<file path="src/rtl/perceptron_trainer.sv">
// perceptron_trainer: sequential training controller for a two-input neuron.
// Accepts labelled samples over valid/ready. Each sample drives the neuron for
// one cycle. The activation result is then used to apply the perceptron
// learning rule to w1/w2/wb. Per-epoch error counts and a convergence flag are
// also tracked.
// Optional feature macro: PERCEPTRON_TRAINER_SAT_EN (saturating weight update).
// Handshake: a sample transfers on a rising clk edge where sample_valid and
// sample_ready are both high. sample_ready is high only in IDLE, so the sample
// inputs only need to be stable on that edge.
module perceptron_trainer #(
    parameter int SIGN        = 1,
    parameter int Q_M         = 15,
    parameter int Q_N         = 16,
    parameter int NUM_SAMPLES = 4,
    parameter logic [SIGN+Q_M+Q_N-1:0] LR      = 32'h0000_8000,
    parameter logic [SIGN+Q_M+Q_N-1:0] BIAS_IN = 32'h0001_0000,
    parameter logic [SIGN+Q_M+Q_N-1:0] W1_INIT = '0,
    parameter logic [SIGN+Q_M+Q_N-1:0] W2_INIT = '0,
    parameter logic [SIGN+Q_M+Q_N-1:0] WB_INIT = '0
) (
    input  logic                               clk,
    input  logic                               rst,
    input  logic                               train_en,
    input  logic                               sample_valid,
    output logic                               sample_ready,
    input  logic [SIGN+Q_M+Q_N-1:0]            sample_x1,
    input  logic [SIGN+Q_M+Q_N-1:0]            sample_x2,
    input  logic                               sample_target,
    output logic [SIGN+Q_M+Q_N-1:0]            x1_out,
    output logic [SIGN+Q_M+Q_N-1:0]            x2_out,
    output logic [SIGN+Q_M+Q_N-1:0]            w1_out,
    output logic [SIGN+Q_M+Q_N-1:0]            w2_out,
    output logic [SIGN+Q_M+Q_N-1:0]            wb_out,
    input  logic [SIGN+Q_M+Q_N-1:0]            neuron_out,
    output logic                               result_valid,
    output logic                               result_pred,
    output logic                               result_error,
    output logic                               epoch_done,
    output logic [$clog2(NUM_SAMPLES+1)-1:0]   epoch_errors,
    output logic                               converged
);

    localparam int W  = SIGN + Q_M + Q_N;
    localparam int CW = $clog2(NUM_SAMPLES + 1);
    localparam logic [W-1:0] ONE = W'(1) << Q_N;

    typedef enum logic [1:0] {IDLE, EVAL, UPDATE} state_t;

    state_t         state, state_next;
    logic           target_q;
    logic [CW-1:0]  sample_cnt;
    logic [CW-1:0]  err_cnt;
    logic           last_sample;
    logic           pred_now;
    logic [W-1:0]   d1, d2, db;

    // Fixed-point multiply: full signed product, arithmetic shift, keep low W bits.
    function automatic logic [W-1:0] fx(input logic [W-1:0] a, input logic [W-1:0] b);
        logic signed [2*W-1:0] p;
        p = $signed({{W{a[W-1]}}, a}) * $signed({{W{b[W-1]}}, b});
        p = p >>> Q_N;
        return p[W-1:0];
    endfunction

    // Weight step: add or subtract the delta, clamping or wrapping on overflow.
    function automatic logic [W-1:0] wstep(input logic [W-1:0] w, input logic [W-1:0] d,
                                           input logic sub);
`ifdef PERCEPTRON_TRAINER_SAT_EN
        logic [W:0] s;
        s = sub ? ({w[W-1], w} - {d[W-1], d}) : ({w[W-1], w} + {d[W-1], d});
        if (s[W] != s[W-1])
            return s[W] ? {1'b1, {(W-1){1'b0}}} : {1'b0, {(W-1){1'b1}}};
        else
            return s[W-1:0];
`else
        return sub ? (w - d) : (w + d);
`endif
    endfunction

    assign pred_now    = (neuron_out == ONE);
    assign last_sample = (sample_cnt == CW'(NUM_SAMPLES - 1));
    assign d1          = fx(LR, x1_out);
    assign d2          = fx(LR, x2_out);
    assign db          = fx(LR, BIAS_IN);

    // State register.
    always_ff @(posedge clk) begin
        if (rst) state <= IDLE;
        else     state <= state_next;
    end

    // Next-state logic and the per-state strobes.
    always_comb begin
        state_next   = state;
        sample_ready = 1'b0;
        result_valid = 1'b0;
        epoch_done   = 1'b0;
        case (state)
            IDLE: begin
                sample_ready = 1'b1;
                if (sample_valid) state_next = EVAL;
            end
            EVAL:   state_next = UPDATE;
            UPDATE: begin
                result_valid = 1'b1;
                epoch_done   = last_sample;
                state_next   = IDLE;
            end
            default: state_next = IDLE;
        endcase
    end

    // Sample capture, prediction capture, weight learning and epoch bookkeeping.
    always_ff @(posedge clk) begin
        if (rst) begin
            x1_out       <= '0;
            x2_out       <= '0;
            target_q     <= 1'b0;
            w1_out       <= W1_INIT;
            w2_out       <= W2_INIT;
            wb_out       <= WB_INIT;
            result_pred  <= 1'b0;
            result_error <= 1'b0;
            sample_cnt   <= '0;
            err_cnt      <= '0;
            epoch_errors <= '0;
            converged    <= 1'b0;
        end else begin
            case (state)
                IDLE: begin
                    if (sample_valid) begin
                        x1_out   <= sample_x1;
                        x2_out   <= sample_x2;
                        target_q <= sample_target;
                    end
                end
                EVAL: begin
                    result_pred  <= pred_now;
                    result_error <= (pred_now != target_q);
                end
                UPDATE: begin
                    // target=1 pulls weights up, target=0 pushes them down.
                    if (train_en && result_error) begin
                        w1_out <= wstep(w1_out, d1, !target_q);
                        w2_out <= wstep(w2_out, d2, !target_q);
                        wb_out <= wstep(wb_out, db, !target_q);
                    end
                    if (last_sample) begin
                        epoch_errors <= err_cnt + CW'(result_error);
                        converged    <= (err_cnt == '0) && !result_error;
                        sample_cnt   <= '0;
                        err_cnt      <= '0;
                    end else begin
                        sample_cnt <= sample_cnt + CW'(1);
                        err_cnt    <= err_cnt + CW'(result_error);
                    end
                end
                default: ;
            endcase
        end
    end

endmodule

</file>
<file path="config.mk">
export PLATFORM = sky130hd
export DESIGN_NAME = perceptron_trainer
export DESIGN_NICKNAME = d
export VERILOG_FILES = /design/src/rtl/perceptron_trainer.sv
export SDC_FILE = /design/constraint.sdc
export NUM_CORES = 1
export LEC_CHECK = 0
export CELL_PAD_IN_SITES_DETAIL_PLACEMENT = 0
export CELL_PAD_IN_SITES_GLOBAL_PLACEMENT = 1
export CORE_UTILIZATION = 36
export CTS_CLUSTER_DIAMETER = 120
export DETAILED_ROUTE_END_ITERATION = 8
export HOLD_SLACK_MARGIN = 0.08
export PLACE_DENSITY = 0.87
export SYNTH_ARGS = -nofsm -noshare
export SYNTH_HDL_FRONTEND = slang
export SYNTH_SLANG_ARGS = --single-unit
export TNS_END_PERCENT = 10
</file>
<file path="constraint.sdc">
create_clock -name clk -period 8.75 [get_ports clk]
set_input_delay 0.875 -clock clk [delete_from_list [all_inputs] [get_ports clk]]
set_output_delay 0.875 -clock clk [all_outputs]
set_load 0.05 [all_outputs]
</file>
Figure 1. The metal 1 layer (run 1).
Supply wires on this layer in grey. Cells faint in the background.
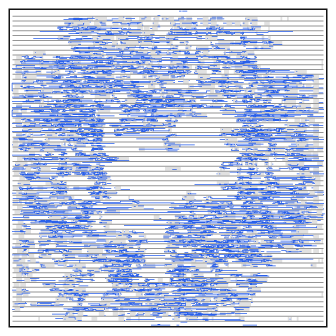
longest straight run	42.8 µm
nets with wire on the layer	1689
share of all routed wire	46%
wire length on this layer	15600 µm

Figure 2. Sizing map (run 1).
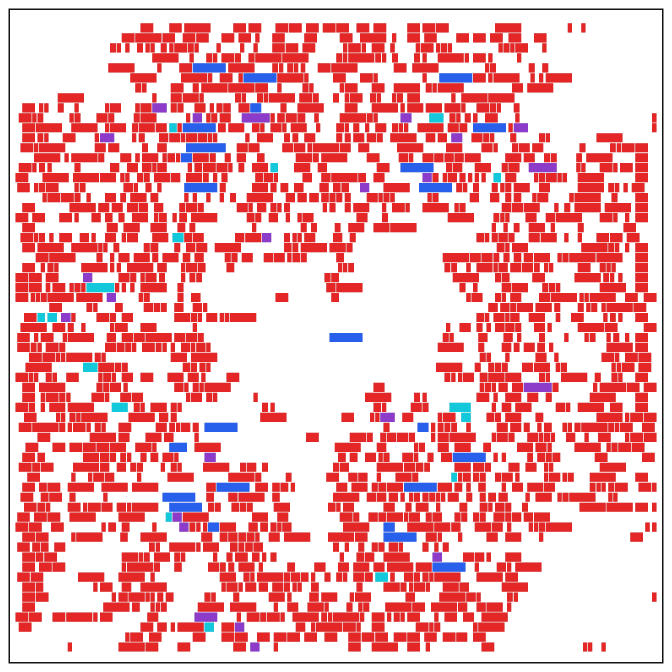
size	colour	cells	share
_2 cells	cyan	16	0.94%
_6 and larger	blue	24	1.4%
_0 and _1 cells	red	1633	96%
_3 and _4 cells	purple	23	1.4%

==> job_summary.md, run 1 <==
## Synthesis and layout report

| Metric | Value |
|---|---|
| Max-Cap Viols | `0` |
| DRT antenna net count | `0` |
| # H-tree levels | `4` |
| Post-CTS resize count | `0` |
| Layout cells sized above 1 | `0.03715` |
| Chip area | `31540 µm²` |
| Yosys cell count | `roughly 1.5k` |
| Slowest stage cell, crit path | `nor4b_1` |
| Post-Layout Cell Count | `2087` |
| Dominant cell area share | `0.2885` |
| Post-Syn Area per Cell | `7.557 µm²` |
| Critical Path Source Type | `flop` |
| Worst Setup SP | `x2_out[3]` |
| Register area share after synthesis | `0.2885` |
| Critical path, cell by cell | `nor4_2 -> nand3b_1 -> nor4_1 -> nor4b_1 -> or2_2 -> xnor2_1 -> ha_1 -> nand2_1 -> o21a_1 -> o21bai_1 -> a221o_1 -> a211oi_1 -> o31ai_1 -> o311ai_0` |
| Vias in the first global route | `10.36k` |
| Root Buffer Master | `clkbuf_16` |
| RSZ-0062 raised after global routing | `no` |
| Final min period | `4725 ps` |
| Clock-pin transition on the worst setup and hold timing paths | `~80 ps` |
| Setup TNS | `0 ps` |
| DRC viols | `0` |
| Cts hold-fix bufs | `0` |
| Wire per inst | `around 16 µm` |
| Initial antenna violation count | `1` |
| Dpl cells | `2054` |
| Dominant Register Cell | `dfxtp_1` |
| Tool warning count | `40` |
| Pin count of the biggest net entering global routing | `87` |
| Worst hold path type | `reg2reg` |
| Cell type with the largest total area | `dfxtp_1` |
| Worst-path maximum fanout | `7` |
| # setup viols final | `0` |
| Reg-to-reg setup timing slack | `about 4000 ps` |
| CP peak stage delay | `620 ps` |
| Worst Hold End | `sample_cnt[2]` |
| Worst Path Arrival | `5060 ps` |
| Gpl congestion | `slightly above 0.9` |
| Max Root-Sink Buffers | `2` |
| Drt initial violations | `604` |
| Core Area | `roughly 30000 µm²` |
| Gr usage total | `0.2107` |
| Hold Crit Start | `sample_cnt[2]` |
| Yosys Chip Area | `11100 µm²` |
| Syn Inst Count | `1469` |
| Post-CTS Setup Inserts | `0` |
| Reg2reg end | `w2_out[26]` |
| I/O pin count | `270` |
| Worst reg2reg startpoint | `x2_out[3]` |
| Hold Vio Cnt, Final | `0` |
| Die X | `about 180 µm` |
| Kind of critical path | `reg2reg` |
| Worst R2R Path Depth | `14` |
| Cell Type Count | `72` |
| Ys Warns | `0` |
| Synth area leaders | `dfxtp_1 (29%), ha_1 (11%), nand2_1 (9.5%), a21oi_1 (9.3%), xor2_1 (4.6%)` |
| Ys flops | `160` |
| Syn-to-layout area delta | `30.30%` |
| Total wire length | `33650 µm` |
| Critical Path RT | `9090 ps` |
| Post-Syn Area | `11100 µm²` |
| PD cells | `153.6 nW/µm²` |
| Fin area | `~14000 µm²` |
| Layout Nets | `1883` |
| Die height | `177.6 µm` |
| Max Freq | `0.2116 GHz` |
| First-pass GRT wire length | `~53000 µm` |
| Worst skew pair latency | `roughly 440 ps` |
| DR pass1 iterations | `4` |
| Post-synth EDFFs | `0` |
| Routed vias/inst | `5.294` |
| Max VDD drop | `0.1231 mV` |
| Pins Over Slew Limit | `0` |
| Ratio of final minimum period to clock period | `0.5400` |
| CTS tree | `done` |
| Async SR Flop Fraction | `0` |
| Floorplan utilization | `0.3706` |
| Relative slew slack | `0.3276` |
| DP Area | `13890 µm²` |
| Static leakage | `5.717 nW` |
| Worst-Margin Slew | `1002 ps` |
| Vias | `between 10k and 15k` |
| Number of buffers created by CTS | `17` |
| Num rows | `~63` |
| IO Port Bufs | `254` |
| HPWL Detailed | `24520 µm` |
| Hold depth | `2` |
| Status | `finished, final reports clean` |
| Kind of end point of the critical path | `flop` |
| Grt ovf | `0` |
Figure 3. Clock routing (run 1).
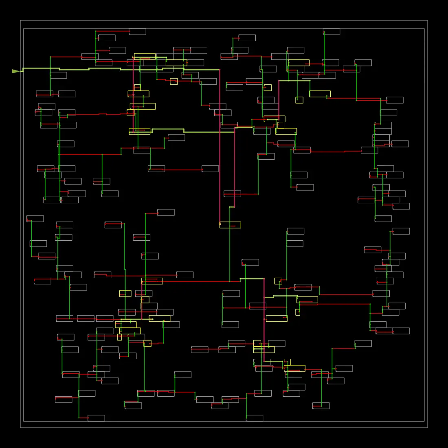
clkbuf count: 18
clock sinks: 160
clk_skew: 17.87 ps
Flop Count: 160

Figure 4. Placed cells, one colour a class (run 1).
The bar under the picture is 50 µm long.
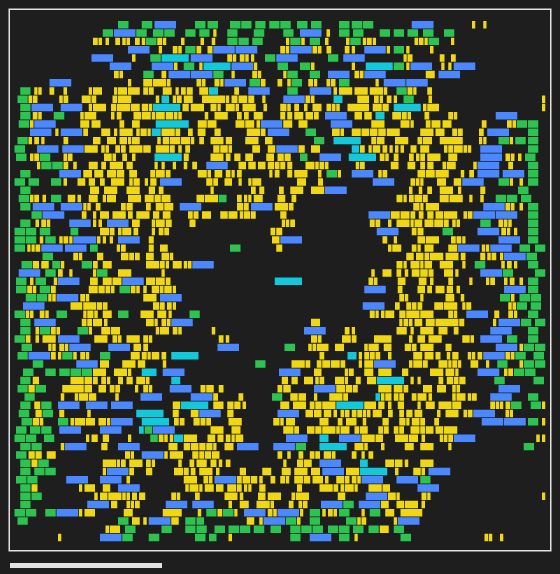
class	colour	cells	share of their area
flops	blue	160	23%
other buffers and delay cells	green	262	19%
combinational and other logic	yellow	1242	54%
clock drivers and dummy loads	cyan	32	4.1%

==> run 1: metrics by stage <==
stage	total power, mW	setup slack (ps)	hold slack (ps)	util
finish	2.221	4025	435.9	0.4829
global route	2.340	3669	457.7	0.4828
CTS	2.238	4092	437.9	0.4828
detailed placement	1.480	4118	426.6	0.4637
global placement	1.473	4273	421.9	0.4637
floorplan	1.295	4847	412.3	-
==> run 1: registers in the layout, indices dropped and copies added, names as in the netlist <==
| register | cells |
|---|---|
| err_cnt | 3 |
| w1_out | 32 |
| x1_out | 32 |
| result_pred | 1 |
| result_error | 1 |
| w2_out | 32 |
| sample_cnt | 3 |
| target_q | 1 |
| x2_out | 32 |
| state | 2 |
| converged | 1 |
| epoch_errors | 3 |
| wb_out | 17 |
==> run 1: cell type report <==
class,instances,area (µm²)
inverters,27,101.3
well taps,390,488.0
flip-flops and latches,160,3204
diodes,1,2.502
clock inverters,14,132.6
repair buffers,262,2600
fillers,2979,15490
clock buffers,18,439.2
multi-input cells,1215,7496
==> run 1: where the power goes <==
part	internal (mW)	switching [mW]
Clock	0.404	0.348
Sequential	0.750	0.0338
Combinational	0.268	0.417
Total	1.42	0.799
==> run 1: placed cells by master (no fill, tap or decap), drive strengths merged, types with 14 or more instances in the layout <==
master	n
clkbuf	18
xor2	58
o21ai	48
nand3	28
nand4	19
nand2	282
a31oi	18
nor2	112
nor4	19
xnor2	55
inv	31
a211oi	26
ha	96
o21a	14
dfxtp	160
a21oi	206
clkdlybuf4s50	253
a21o	28
nor3	36
conb	15
==> run 1: critical path, delay by kind of cell, from the launching register on <==
family / cells / cell delay (ps)
xor+xnor: 1 / 160
simple gates: 6 / 2150
fa+ha+maj: 1 / 300
compound gates: 6 / 1600
flops: 1 / 390
==> run 1: worst max path at each step <==
stage	depth (start not counted)	endpoint	slack, ps
after detailed placement	14	w2_out[26]	4120
after CTS	14	w2_out[26]	4090
final	14	w2_out[26]	4030
after floorplan	14	w2_out[26]	4850
after global placement	14	w2_out[28]	4270
after global routing	14	w2_out[26]	3670
==> run 1: cells by family after synthesis <==
group / count (synthesis) / synth area share
simple gates: 569 / 0.2344
flops: 160 / 0.2885
other cells: 1 / 0.0003378
fa+ha+maj: 99 / 0.1136
buf+inv: 108 / 0.04249
mux: 9 / 0.008341
compound gates: 410 / 0.2231
xor+xnor: 113 / 0.08916
==> run 1: cell usage after synthesis (all sizes together), types with 4 or more instances <==
cell type and n:
a21o 28, nor4 19, clkbuf 52, xnor2 55, nand2 282, xor2 58
mux2i 7, nand4 19, a41oi 4, or4 7, or3 8, buf 29
ha 96, nand3b 5, nor4b 6, nand2b 6, o21ai 48, a211oi 26
o31ai 6, o21bai 12, o21a 14, and2 9, and3 12, a21boi 4
a31oi 18, dfxtp 160, a21oi 206, nor2 112, nand3 28, nor2b 12
nor3 36, inv 26, o311ai 4, o211ai 11
==> run 1: per-layer routing <==
layer,wire length [µm],vias up,part of all wire,global-route usage
li1,-,5615,-,-
met1,15640,5084,0.46,0.2727
met2,15740,317,0.47,0.3519
met3,1834,32,0.055,0.04477
met4,433,0,0.013,0.05627
met5,0,-,0,0
Figure 5. Clock network drawn from the DEF (run 1).
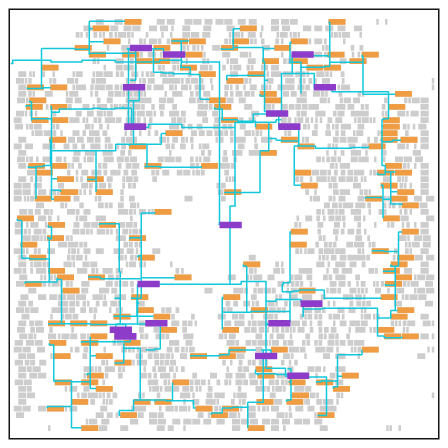

==> run 2: changes to the inputs <==
- clock period: 8.75 -> 4.46 ns (I/O delays scaled with it)
Figure 6. Clock network drawn from the DEF (run 2).
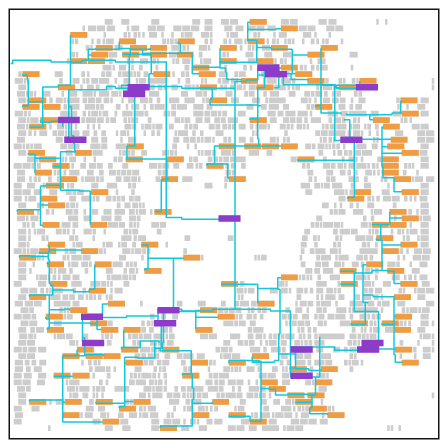
[clock wires] cyan | length: 2550 µm
[flip-flops] orange | count: 160
[clock drivers] purple | count: 17
routed clock nets	18

Figure 7. Sizing map (run 2).
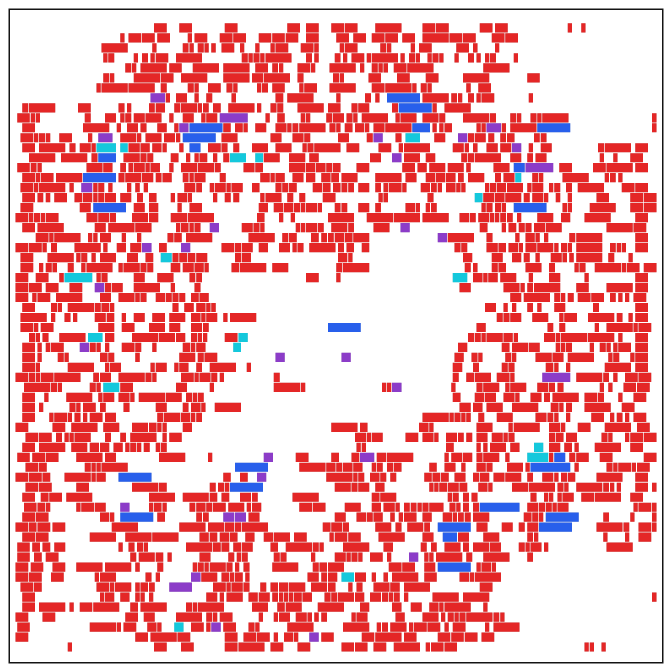
size	colour	cells	share
_6 and larger	blue	25	1.5%
_2 cells	cyan	18	1.1%
_0 and _1 cells	red	1630	96%
_3 and _4 cells	purple	33	1.9%

==> job_summary.md, run 2 <==
## Synthesis and layout report

| Metric | Value |
|---|---|
| Slowest stage cell, crit path | `or4_4 (was nor4b_1)` |
| Routed vias/inst | `5.300 (was 5.294)` |
| Final min period | `4116 ps (was 4725 ps)` |
| Max Root-Sink Buffers | `2 (unchanged)` |
| Ys Warns | `0 (unchanged)` |
| Dominant logic cell types in the final layout | `nand2_1 (281), clkdlybuf4s50_1 (253), a21oi_1 (206) (unchanged)` |
| Clock-pin transition on the worst setup and hold timing paths | `70 ps (was 80 ps)` |
| FILL cells | `2879 (was 2979)` |
| Post-CTS Setup Inserts | `0 (unchanged)` |
| Max Freq | `0.2429 GHz (was 0.2116 GHz)` |
| Worst hold slack | `440.3 ps (was 435.9 ps)` |
| Status | `finished, final reports clean (unchanged)` |
| Cell type with the largest total area | `dfxtp_1 (unchanged)` |
| Final worst slack | `343.9 ps (was 4025 ps)` |
| Total wire length | `33610 µm (was 33650 µm)` |
| Kind of critical path | `reg2reg (unchanged)` |
| Hold Vio Cnt, Final | `0 (unchanged)` |
| Dpl cells | `2064 (was 2054)` |
| Kind of end point of the critical path | `flop (unchanged)` |
| Worst-path maximum fanout | `7 (unchanged)` |
| Number of buffers created by CTS | `17 (unchanged)` |
| CTS tree | `done (unchanged)` |
| Tool warning count | `40 (unchanged)` |
| # H-tree levels | `4 (unchanged)` |
| Pins Over Slew Limit | `0 (unchanged)` |
| Chip area | `31540 µm² (unchanged)` |
| Pin count of the biggest net entering global routing | `62 (was 87)` |
| Setup WS pre-CTS | `138.1 ps (was 4118 ps)` |
| Worst-Margin Slew | `910.4 ps (was 1002 ps)` |
| Synth top cell by count | `nand2_1 (unchanged)` |
| Layout cells sized above 1 | `0.04455 (was 0.03715)` |
| Post-synth EDFFs | `0 (unchanged)` |
| Async SR Flop Fraction | `0 (unchanged)` |
| DRC viols | `0 (unchanged)` |
| Syn-to-layout area delta | `31.40% (was 30.30%)` |
| Synth area leaders | `dfxtp_1 (29%), ha_1 (11%), nand2_1 (9.5%), a21oi_1 (9.3%), xor2_1 (4.6%) (unchanged)` |
| Max-Cap Viols | `0 (unchanged)` |
| Critical Path RT | `4800 ps (was 9090 ps)` |
| Post-synth top cells | `nand2_1 (282), a21oi_1 (206), dfxtp_1 (160), nor2_1 (112), ha_1 (96) (unchanged)` |
| Die height | `177.6 µm (unchanged)` |
| # setup viols final | `0 (unchanged)` |
| Most numerous logic cell after layout | `nand2_1 (unchanged)` |
| Dominant cell area share | `0.2885 (unchanged)` |
| Relative slew slack | `0.3931 (was 0.3276)` |
| DR pass1 iterations | `4 (unchanged)` |
| HPWL Detailed | `25250 µm (was 24520 µm)` |
| Initial antenna violation count | `2 (was 1)` |
| Syn Inst Count | `1469 (unchanged)` |
| CP peak stage delay | `580 ps (was 620 ps)` |
| Yosys cell count | `1469 (unchanged)` |
| Gr usage total | `0.2124 (was 0.2107)` |
| Cell Type Count | `72 (unchanged)` |
| Core Area | `29950 µm² (unchanged)` |
| Static leakage | `5.784 nW (was 5.717 nW)` |
| Register area share after synthesis | `0.2885 (unchanged)` |
| Max VDD drop | `0.2529 mV (was 0.1231 mV)` |
| Clk_skew | `9.008 ps (was 17.87 ps)` |
| Post-Syn Area | `11100 µm² (unchanged)` |
| DRT antenna net count | `0 (unchanged)` |
| Layout Nets | `1893 (was 1883)` |
| Ys flops | `160 (unchanged)` |
| Critical Path Source Type | `flop (unchanged)` |
| Num rows | `63 (unchanged)` |
| Post-Layout Cell Count | `2097 (was 2087)` |
| PD cells | `304.1 nW/µm² (was 153.6 nW/µm²)` |
| Clock sinks | `160 (unchanged)` |
| Worst hold path type | `reg2reg (unchanged)` |
| Yosys Chip Area | `11100 µm² (unchanged)` |
| I/O pin count | `270 (unchanged)` |
| Vias | `11.11k (was 11.05k)` |
| First-pass GRT wire length | `53380 µm (was 53250 µm)` |
| Post-Syn Area per Cell | `7.557 µm² (unchanged)` |
| Drt initial violations | `534 (was 604)` |
| Wire per inst | `16.03 µm (was 16.12 µm)` |
| Root Buffer Master | `clkbuf_16 (unchanged)` |
| RSZ-0062 raised after global routing | `no (unchanged)` |
| Ratio of final minimum period to clock period | `0.9229 (was 0.5400)` |
| Critical path, cell by cell | `or4_4 -> nor4_4 -> and3b_1 -> a31oi_1 -> xor2_1 -> ha_1 -> nand2_1 -> o21a_1 -> nor4b_1 -> a21boi_2 -> nor4_1 -> o211ai_1 -> and4_4 -> a211o_1 (was nor4_2 -> nand3b_1 -> nor4_1 -> nor4b_1 -> or2_2 -> xnor2_1 -> ha_1 -> nand2_1 -> o21a_1 -> o21bai_1 -> a221o_1 -> a211oi_1 -> o31ai_1 -> o311ai_0)` |
| Dominant Register Cell | `dfxtp_1 (unchanged)` |
| Logic area | `7511 µm² (was 7496 µm²)` |
| IO Port Bufs | `254 (unchanged)` |
==> run 2: worst max-delay path: cells and delay by family, from the launching register on <==
| family | cells | cell delay [ps] |
|---|---|---|
| adder cells (fa/ha/maj) | 1 | 390 |
| flip-flops | 1 | 350 |
| AND-OR/OR-AND | 5 | 990 |
| XOR/XNOR | 1 | 160 |
| AND/OR/NAND/NOR | 7 | 2090 |
==> run 2: routing by layer <==
| layer | vias to the layer above | wire [µm] | GRT usage |
|---|---|---|---|
| li1 | 5646 | - | - |
| met1 | 5145 | 15920 | 0.2767 |
| met2 | 289 | 15370 | 0.3494 |
| met3 | 32 | 1839 | 0.05013 |
| met4 | 2 | 465 | 0.05520 |
| met5 | - | 16 | 0 |
==> run 2: layout make-up <==
cell class,instances,share of cell area
clock buffers,19,0.03105
well taps,390,0.03345
multi-input cells,1215,0.5149
repair buffers,272,0.1834
inverters,27,0.006948
clock inverters,13,0.01038
flip-flops and latches,160,0.2197
diodes,1,0.0001716
==> run 2: what timing repair did <==
item | CTS | global route
setup endpoints to repair | 0 | 7
hold buffers | 0 | 0
resized | 0 | 3
==> run 2: worst paths after layout <==
kind | to | slack (ps) | cells past startpoint | startpoint
max reg2reg | w1_out[31] | 340 | 14 | x1_out[4]
min reg2reg | sample_cnt[2] | 440 | 2 | sample_cnt[2]
min | sample_cnt[2] | 440 | 2 | sample_cnt[2]
max | w1_out[31] | 340 | 14 | x1_out[4]
==> run 2: report_power, final <==
group | internal (mW) | switching, mW | total, mW
sequential | 1.47 | 0.0657 | 1.54
clock | 0.865 | 0.680 | 1.55
combinational | 0.534 | 0.820 | 1.35
total | 2.87 | 1.57 | 4.44
==> run 2: logic make-up after synthesis <==
family          share of synthesized area
buf+inv                           0.04249
xor+xnor                          0.08916
compound gates                     0.2231
fa+ha+maj                          0.1136
mux                              0.008341
flops                              0.2885
simple gates                       0.2344
other cells                     0.0003378
==> run 2: metrics by stage <==
stage	instance area (µm²)	power [mW]
after floorplan	11150	2.541
after global placement	13960	2.903
after detailed placement	13960	2.913
after CTS	14570	4.470
after global routing	14580	4.676
final	14590	4.436
No activity file was given, so power comes from the tool's default toggle rates.
